<file path="config.mk">
export PLATFORM = sky130hd
export DESIGN_NAME = vga_timing_gen_flat
export DESIGN_NICKNAME = d
export VERILOG_FILES = /design/src/rtl/vga_timing_if.sv /design/src/rtl/vga_timing_gen.sv /design/src/flat_wrapper.sv
export SDC_FILE = /design/constraint.sdc
export NUM_CORES = 1
export LEC_CHECK = 0
export CORE_ASPECT_RATIO = 0.8
export CORE_MARGIN = 4
export CORE_UTILIZATION = 45
export CTS_CLUSTER_DIAMETER = 30
export DETAILED_ROUTE_END_ITERATION = 10
export GPL_TIMING_DRIVEN = 0
export PLACE_DENSITY = 0.69
export SYNTH_ARGS = -nofsm -noshare
export SYNTH_HDL_FRONTEND = slang
export SYNTH_SLANG_ARGS = --single-unit
</file>
<file path="constraint.sdc">
create_clock -name clk -period 3.52 [get_ports clk]
set_clock_uncertainty 0.2 [all_clocks]
set_input_delay 0.704 -clock clk [delete_from_list [all_inputs] [get_ports clk]]
set_output_delay 0.704 -clock clk [all_outputs]
set_load 0.05 [all_outputs]
</file>
<file path="src/rtl/vga_timing_if.sv">
// Raster timing bundle: pix_en paces the generator, the rest describes the pixel being presented.
// There is no valid/ready pair; pix_en qualifies each advance and consumers cannot stall the raster.
interface vga_timing_if;
   logic        pix_en;
   logic        hsync;
   logic        vsync;
   logic        active;
   logic [10:0] p_x;
   logic [9:0]  p_y;
   logic        line_end;
   logic        frame_start;
   logic [7:0]  frame_count;

   modport master (
      input  pix_en,
      output hsync, vsync, active, p_x, p_y, line_end, frame_start, frame_count
   );

   modport slave (
      output pix_en,
      input  hsync, vsync, active, p_x, p_y, line_end, frame_start, frame_count
   );
endinterface

</file>
<file path="src/rtl/vga_timing_gen.sv">
// SVGA raster timing generator: pixel/line counters with every output registered
// from the next-state coordinates so sync, active and position never skew.
module vga_timing_gen #(
   parameter int H_VISIBLE = 800,
   parameter int H_FRONT   = 56,
   parameter int H_SYNC    = 120,
   parameter int H_BACK    = 64,
   parameter int V_VISIBLE = 600,
   parameter int V_FRONT   = 37,
   parameter int V_SYNC    = 6,
   parameter int V_BACK    = 23,
   parameter bit SYNC_POL  = 1'b1
) (
   input  logic         clk,
   input  logic         reset,
   vga_timing_if.master vga
);
   localparam int H_TOTAL = H_VISIBLE + H_FRONT + H_SYNC + H_BACK;
   localparam int V_TOTAL = V_VISIBLE + V_FRONT + V_SYNC + V_BACK;

   localparam logic [10:0] H_LAST   = 11'(H_TOTAL - 1);
   localparam logic [10:0] H_VIS    = 11'(H_VISIBLE);
   localparam logic [10:0] HS_START = 11'(H_VISIBLE + H_FRONT);
   localparam logic [10:0] HS_END   = 11'(H_VISIBLE + H_FRONT + H_SYNC);
   localparam logic [9:0]  V_LAST   = 10'(V_TOTAL - 1);
   localparam logic [9:0]  V_VIS    = 10'(V_VISIBLE);
   localparam logic [9:0]  VS_START = 10'(V_VISIBLE + V_FRONT);
   localparam logic [9:0]  VS_END   = 10'(V_VISIBLE + V_FRONT + V_SYNC);

   logic [10:0] x_next;
   logic [9:0]  y_next;
   logic        fs_next;
   logic        hs_next;
   logic        vs_next;
   logic        act_next;

   always_comb begin
      x_next = vga.p_x + 11'd1;
      y_next = vga.p_y;
      if (vga.p_x == H_LAST) begin
         x_next = '0;
         y_next = (vga.p_y == V_LAST) ? 10'd0 : vga.p_y + 10'd1;
      end
      fs_next  = (x_next == 11'd0) && (y_next == 10'd0);
      hs_next  = (x_next >= HS_START) && (x_next < HS_END);
      vs_next  = (y_next >= VS_START) && (y_next < VS_END);
      act_next = (x_next < H_VIS) && (y_next < V_VIS);
   end

   // Reset parks on the last pixel of the frame so the first advance lands on (0,0).
   always_ff @(posedge clk) begin
      if (!reset) begin
         vga.p_x         <= H_LAST;
         vga.p_y         <= V_LAST;
         vga.active      <= 1'b0;
         vga.hsync       <= ~SYNC_POL;
         vga.vsync       <= ~SYNC_POL;
         vga.line_end    <= 1'b1;
         vga.frame_start <= 1'b0;
         vga.frame_count <= 8'd0;
      end else if (vga.pix_en) begin
         vga.p_x         <= x_next;
         vga.p_y         <= y_next;
         vga.active      <= act_next;
         vga.hsync       <= hs_next ? SYNC_POL : ~SYNC_POL;
         vga.vsync       <= vs_next ? SYNC_POL : ~SYNC_POL;
         vga.line_end    <= (x_next == H_LAST);
         vga.frame_start <= fs_next;
         vga.frame_count <= vga.frame_count + 8'(fs_next);
      end
   end
endmodule

</file>
<file path="src/flat_wrapper.sv">
// flat-port wrapper written by rule: the top's interface ports become plain ports
module vga_timing_gen_flat 
#(
   parameter int H_VISIBLE = 800,
   parameter int H_FRONT   = 56,
   parameter int H_SYNC    = 120,
   parameter int H_BACK    = 64,
   parameter int V_VISIBLE = 600,
   parameter int V_FRONT   = 37,
   parameter int V_SYNC    = 6,
   parameter int V_BACK    = 23,
   parameter bit SYNC_POL  = 1'b1
)
  (clk, reset, vga_pix_en, vga_hsync, vga_vsync, vga_active, vga_p_x, vga_p_y, vga_line_end, vga_frame_start, vga_frame_count);
  vga_timing_if vga_i ();
  input  logic clk;
  input  logic reset;
  input wire logic [$bits(vga_i.pix_en)-1:0] vga_pix_en;
  output wire logic [$bits(vga_i.hsync)-1:0] vga_hsync;
  output wire logic [$bits(vga_i.vsync)-1:0] vga_vsync;
  output wire logic [$bits(vga_i.active)-1:0] vga_active;
  output wire logic [$bits(vga_i.p_x)-1:0] vga_p_x;
  output wire logic [$bits(vga_i.p_y)-1:0] vga_p_y;
  output wire logic [$bits(vga_i.line_end)-1:0] vga_line_end;
  output wire logic [$bits(vga_i.frame_start)-1:0] vga_frame_start;
  output wire logic [$bits(vga_i.frame_count)-1:0] vga_frame_count;
  assign vga_i.pix_en = vga_pix_en;
  assign vga_hsync = vga_i.hsync;
  assign vga_vsync = vga_i.vsync;
  assign vga_active = vga_i.active;
  assign vga_p_x = vga_i.p_x;
  assign vga_p_y = vga_i.p_y;
  assign vga_line_end = vga_i.line_end;
  assign vga_frame_start = vga_i.frame_start;
  assign vga_frame_count = vga_i.frame_count;
  vga_timing_gen #(.H_VISIBLE(H_VISIBLE), .H_FRONT(H_FRONT), .H_SYNC(H_SYNC), .H_BACK(H_BACK), .V_VISIBLE(V_VISIBLE), .V_FRONT(V_FRONT), .V_SYNC(V_SYNC), .V_BACK(V_BACK), .SYNC_POL(SYNC_POL)) u_core (.clk(clk), .reset(reset), .vga(vga_i));
endmodule
</file>
run_1/clock_map.png
Bar = 20 um.
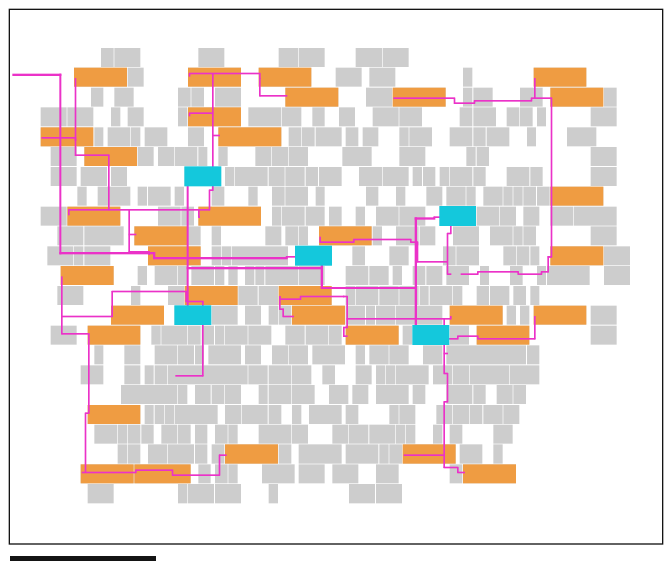
Key: magenta = clock wires [length 515 um]; orange = flip-flops [count 34]; cyan = cells driving clock nets [count 5]
There are 6 routed clock nets.

run_1/metal_stack.png
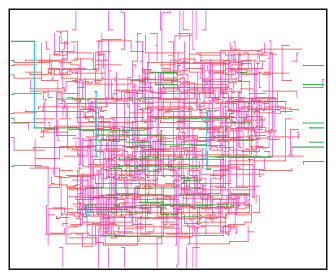
Key: green = met3 [wire length 568 um]; red = met1 [wire length 3390 um]; cyan = met4 [wire length 80.2 um]; magenta = met2 [wire length 3140 um]

==> impl_metrics.toml, run 1 <==
# physical design summary
[clocking]
tritoncts = "done"
clk_latency_ns = 0.29
root_buffer = "clkbuf_8"
htree_levels = 2
clock_path_buffers = 2
clock-sinks = 34
hold_buffers = 0
cts_resized = 3
cts_buffers = 5
clkTransAtPathRegs_ns = 0.08
post_cts_buffers = 2

[sta]
max_clock_freq_ghz = 0.299
fin_crit_sh_pct = 95.1
slew_viol_final = 0
fin_ws_ns = 0.171
min_period_ns = 3.35
whs_ns = 0.293
finalSetupViolCount = 0
slew_headroom_pct = 60.2
timing.setup.tns_ns = 0
worstMarginPinSlew_ns = 0.597
hold_viol_final = 0

[synthesis]
mux_share_pct = 0.839
ys_top_logic_family = "simple AND/OR/NAND/NOR gates"
aoi_share_pct = 21.8
ys_seq_share_pct = 28.5
synth_area_per_cell_um2 = 7.80
synthArstFlopShare_pct = 0
ys_sh_simple_pct = 32.5
ys.warnings.count = 0
edf_count = 0
synthesis.nets = 315
yosys.area_share.xor_xnor_pct = 6.97
yosysUniqueCellTypes = 65
ys_chip_area_um2 = 2390
ff_type = "dfxtp_1"
syn_area_um2 = 2390
ys_ff = 34
synthCells = 306
yosys.area_share.adder_pct = 3.14
ys_cells = 306

[global_routing]
use_met2_pct = 31.6
grt_use_met3_pct = 4.85
antenna_found_initial = 0
grt_pass1_vias = 2294
grtUsageTotal_pct = 21.8
grt_overflow = 0
busiest_layer = "met1"
grtUsageMet1_pct = 32.3
grt_start_max_net_pins = 13
grt_pass1_wl_um = 11100

[routing]
routed_wl_um = 7180
met1Wirelength_um = 3390
via_per_inst = 6.13
dr_wl_met3_um = 567
drc = 0
drt-initial-drc-count = 242
wl_met2_um = 3140
wl_per_cell_um = 16.8
first_pass_iters = 4
highest_layer = "met4"
antenna_left = 0
via_count = 2625

[setup_path]
r2r_cells = 13
endpoint_kind = "flip-flop"
cp.arrival_ns = 3.37
worstSetupPathDepth = 13
cp_max_fo = 9
cp_num_buf_inv = 2
crit_path_top_delay_cell = "or3_1"
crit_path_start = "u_core.vga.p_x[0]"
critical_path.max_stage_delay_ns = 0.38
required_ns = 3.55
crit_family = "simple AND/OR/NAND/NOR gates"
crit_end = "u_core.vga.frame_count[5]"
r2r_setup_slack_ns = 0.17
rr_startpoint = "u_core.vga.p_x[0]"
path_cells = "ha_1 > buf_4 > and4_4 > buf_4 > nand4_1 > o21a_1 > a211oi_2 > nand4_1 > nor4_4 > ha_2 > nand4_1 > or3_1 > a21oi_1"
r2r_end = "u_core.vga.frame_count[5]"
path_class = "flip-flop to flip-flop"
start_kind = "flip-flop"
crit_top_cell = "nand4_1"

[cells_and_area]
clkbuf_count = 5
comb_area_um2 = 1610
comb_cells = 242
largest_register_ffs = 11
mostFrequentLayoutCells = "clkdlybuf4s50_1 (36), nor2_1 (35), dfxtp_1 (31), nand2_1 (27)"
biggestCellCategory = "logic gates"
fin_nets = 374
final_common_cell = "clkdlybuf4s50_1"
layout-drive-gt1-share_pct = 16.4
comb_share_pct = 51.1
insertedDiodeCount = 0
fin_cells = 428
register_area_um2 = 689
regMostFlops = "u_core.vga.p_x"
area.growth.synth_to_final_pct = 32.4
clk_share_pct = 4.35
bufAreaShareNonClock_pct = 19.7
reg_top3 = "u_core.vga.p_x x11, u_core.vga.p_y x10, u_core.vga.frame_count x8"
fin_util_pct = 62.4
inverters = 5
seq_cell_count = 34
fill_cells = 441
nonClockBufferCount = 77

[power_and_ir_drop]
ir_drop_v = 0.000271
p_per_area_nw_per_um2 = 451
leakagePower_nw = 1.20
power_mw = 1.43

[placed_design]
dp_slack_ns = -0.195
dp.cells = 404
gp_congestion = 0.921
numPortBuffers = 36
placed_cell_area_um2 = 2830
hpwl_um = 4890

[run]
tool_warnings = 28
drv_cap = 0

[die]
ioPinCount = 37
initial_core_util_pct = 47.1
taps = 62
die_x_um = 89.4
dieArea_um2 = 6540
die_h_um = 73.1

[hold_path]
hold_class = "flip-flop to flip-flop"
hold_end = "u_core.vga.frame_count[7]"
hp-start = "u_core.vga.frame_count[7]"
whs_path_depth = 2

[outcome]
status = "finished, final reports clean"
run_1/final_placement.png
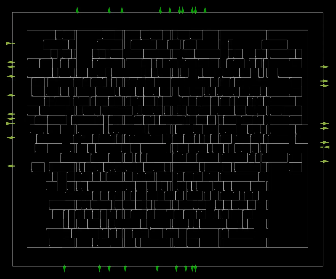
row cnt: 23
core box area: 5060 um2

run_1/cell_classes.png
Fill, decap, tap and diode cells in gray.
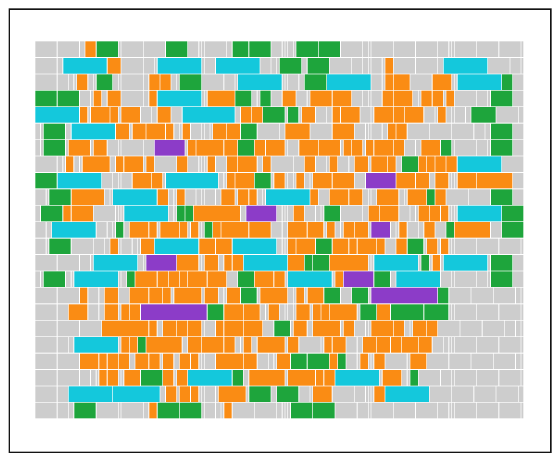
Key: purple = clock drivers and dummy loads [cells 8, share of their area 4.5%]; green = other buffers and delay cells [cells 77, share of their area 20%]; orange = all other logic [cells 247, share of their area 53%]; cyan = flip-flops [cells 34, share of their area 22%]
register share of the cell area: 21.8%
Design Area, Final: 3160 um2

## run 1: power by group
group          internal, mW  switching (mW)  total (mW)
logic                 0.211           0.337       0.549
registers             0.406          0.0248       0.431
clock network         0.284           0.161       0.445
total                 0.901           0.524        1.43
## run 1: synth_stat cells, drive strengths merged (4+ instances only)
cell type  count  share of area (%)
nor2          35                5.5
and3           7                1.8
ha             6                3.1
inv            5               0.79
clkbuf        12                1.9
a21oi         21                4.4
dfxtp         34                 29
o31ai          4                2.0
or3            6                1.6
nand2         28                4.5
buf           13                3.5
xnor2          9                3.3
xor2          10                3.7
nand3         17                4.1
nor4           5                1.6
nand4         16                4.5
nor3          11                3.2
o21ai         15                3.1
==> inputs of run 2 (changes only) <==
--- a/config.mk
+++ b/config.mk
@@ -12,6 +12,7 @@
 export DETAILED_ROUTE_END_ITERATION = 10
 export GPL_TIMING_DRIVEN = 0
 export PLACE_DENSITY = 0.69
+export SLEW_MARGIN = 30
 export SYNTH_ARGS = -nofsm -noshare
 export SYNTH_HDL_FRONTEND = slang
 export SYNTH_SLANG_ARGS = --single-unit
run_2/final_placement.png
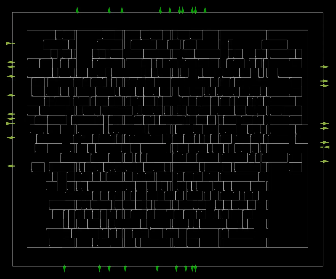
Fillers: 441
final core utilization: 62.4%
tap cells: 62

run_2/cell_classes.png
Fill, decap, tap and diode cells in gray.
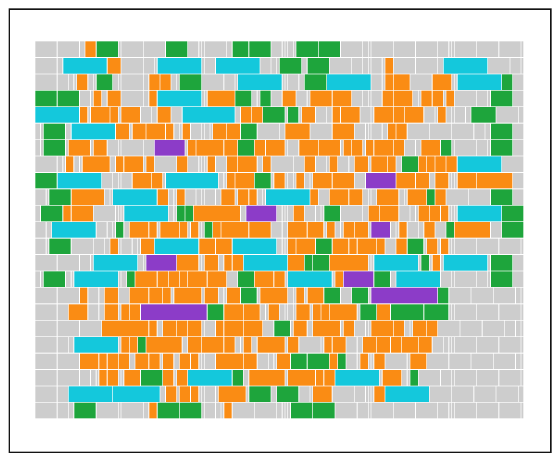
Key: cyan = flip-flops [cells 34, share of their area 22%]; purple = clock drivers and dummy loads [cells 8, share of their area 4.5%]; green = other buffers and delay cells [cells 77, share of their area 20%]; orange = all other logic [cells 247, share of their area 53%]

==> impl_metrics.toml, run 2 <==
# physical design summary
[setup_path]
critical_path.max_stage_delay_ns = 0.38
worstSetupPathDepth = 13
crit_path_top_delay_cell = "or3_1"
start_kind = "flip-flop"
path_cells = "ha_1 > buf_4 > and4_4 > buf_4 > nand4_1 > o21a_1 > a211oi_2 > nand4_1 > nor4_4 > ha_2 > nand4_1 > or3_1 > a21oi_1"
cp_num_buf_inv = 2
required_ns = 3.55
crit_path_start = "u_core.vga.p_x[0]"
crit_family = "simple AND/OR/NAND/NOR gates"
r2r_end = "u_core.vga.frame_count[5]"
path_class = "flip-flop to flip-flop"
cp.arrival_ns = 3.37
crit_top_cell = "nand4_1"
r2r_cells = 13
cp_max_fo = 9
rr_startpoint = "u_core.vga.p_x[0]"
crit_end = "u_core.vga.frame_count[5]"
endpoint_kind = "flip-flop"

[routing]
met1Wirelength_um = 3390
drc = 0
routed_wl_um = 7180
drt-initial-drc-count = 242
dr_wl_met3_um = 567
wl_met2_um = 3140
wl_per_cell_um = 16.8
antenna_left = 0
highest_layer = "met4"
via_per_inst = 6.13
via_count = 2625

[cells_and_area]
regMostFlops = "u_core.vga.p_x"
stdcell_area_um2 = 3160
nonClockBufferCount = 77
largest_register_ffs = 11
seq_cell_count = 34
layout-drive-gt1-share_pct = 16.4
register_area_um2 = 689
reg_top3 = "u_core.vga.p_x x11, u_core.vga.p_y x10, u_core.vga.frame_count x8"
bufAreaShareNonClock_pct = 19.7
inverters = 5
insertedDiodeCount = 0
comb_area_um2 = 1610
comb_cells = 242
fin_nets = 374
biggestCellCategory = "logic gates"
clk_share_pct = 4.35
fin_cells = 428
clkbuf_count = 5
seq_share_pct = 21.8
comb_share_pct = 51.1

[synthesis]
ys_ff = 34
most_common_cell = "nor2_1"
synthesis.nets = 315
ys_sh_simple_pct = 32.5
ff_type = "dfxtp_1"
aoi_share_pct = 21.8
common_cells = "nor2_1 (35), dfxtp_1 (34), nand2_1 (27), a21oi_1 (21), nand3_1 (16)"
synth_top_area_share_pct = 28.5
synth.area.top_cells = "dfxtp_1 (29%), nor2_1 (5.5%), a21oi_1 (4.4%)"
ys_top_logic_family = "simple AND/OR/NAND/NOR gates"
synth_area_per_cell_um2 = 7.80
yosys.area_share.adder_pct = 3.14
ys.warnings.count = 0
syn_area_um2 = 2390
edf_count = 0
mux_share_pct = 0.839
synthCells = 306
synthArstFlopShare_pct = 0

[sta]
worstMarginPinSlew_ns = 0.597
fin_ws_ns = 0.171
max_clock_freq_ghz = 0.299
slew_viol_final = 0
finalSetupViolCount = 0
timing.setup.tns_ns = 0
fin_crit_sh_pct = 95.1
whs_ns = 0.293
slew_headroom_pct = 60.2
min_period_ns = 3.35

[global_routing]
use_met2_pct = 31.6
grtUsageTotal_pct = 21.8
grtUsageMet1_pct = 32.3
grt_use_met3_pct = 4.85
grt_pass1_wl_um = 11100
grt_pass1_vias = 2294
grt_start_max_net_pins = 13
busiest_layer = "met1"
grt_overflow = 0

[placed_design]
dp.cells = 404
hpwl_um = 4890
placed_cell_area_um2 = 2830

[die]
core_um2 = 5060
ioPinCount = 37
core.rowCount = 23
initial_core_util_pct = 47.1
dieArea_um2 = 6540

[power_and_ir_drop]
p_clk_share_pct = 31.3
cellInternalPower_mw = 0.901
p_switching_mw = 0.524
seq_power_share_pct = 30.2
leakagePower_nw = 1.20
switching_share_pct = 36.8
p_per_area_nw_per_um2 = 451
ir_drop_v = 0.000271
power_frac_comb_pct = 38.5
power_mw = 1.43

[clocking]
cts_buffers = 5
post_cts_buffers = 2
hold_buffers = 0
root_buffer = "clkbuf_8"
clock-sinks = 34
clkTransAtPathRegs_ns = 0.08
cts_resized = 3
htree_levels = 2
clk_latency_ns = 0.29

[outcome]
status = "finished, final reports clean"

[run]
drv_cap = 0
tool_warnings = 28

[hold_path]
hold_class = "flip-flop to flip-flop"
run_2/pins.png
Pins as bars across the die edge, other pins in gray.
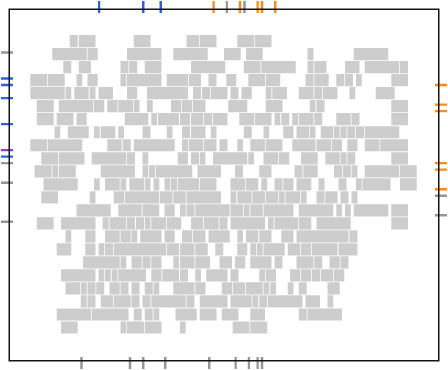
Key: blue = `vga_frame_count` [pins 8, direction output, edge 5 left, 3 top]; orange = `vga_p_x` [pins 11, direction output, edge 6 right, 5 top]; purple = `vga_line_end` [pins 1, direction output, edge left]
DIE HEIGHT: 73.1 um
die width: 89.4 um
IO buf count: 36

run 2: cell counts after synthesis:
No cell type changed its count.
run 2: power groups by stage:
stage	sequential, mW	combinational (mW)	clock [mW]
after global routing	0.434	0.587	0.461
after CTS	0.432	0.479	0.449
after floorplan	0.509	0.275	0
after global placement	0.441	0.466	0
final	0.431	0.549	0.445
after detailed placement	0.441	0.469	0
run 2: how the worst min path moves through the flow:
stage / start / end / cells after the start
CTS: u_core.vga.active / u_core.vga.active / 2
detailed placement: u_core.vga.active / u_core.vga.active / 2
floorplan: u_core.vga.p_x[1] / u_core.vga.p_x[1] / 2
finish: u_core.vga.frame_count[7] / u_core.vga.frame_count[7] / 2
global placement: u_core.vga.active / u_core.vga.active / 2
global route: u_core.vga.frame_count[7] / u_core.vga.frame_count[7] / 2
Power is estimated from default activity; no workload was simulated.
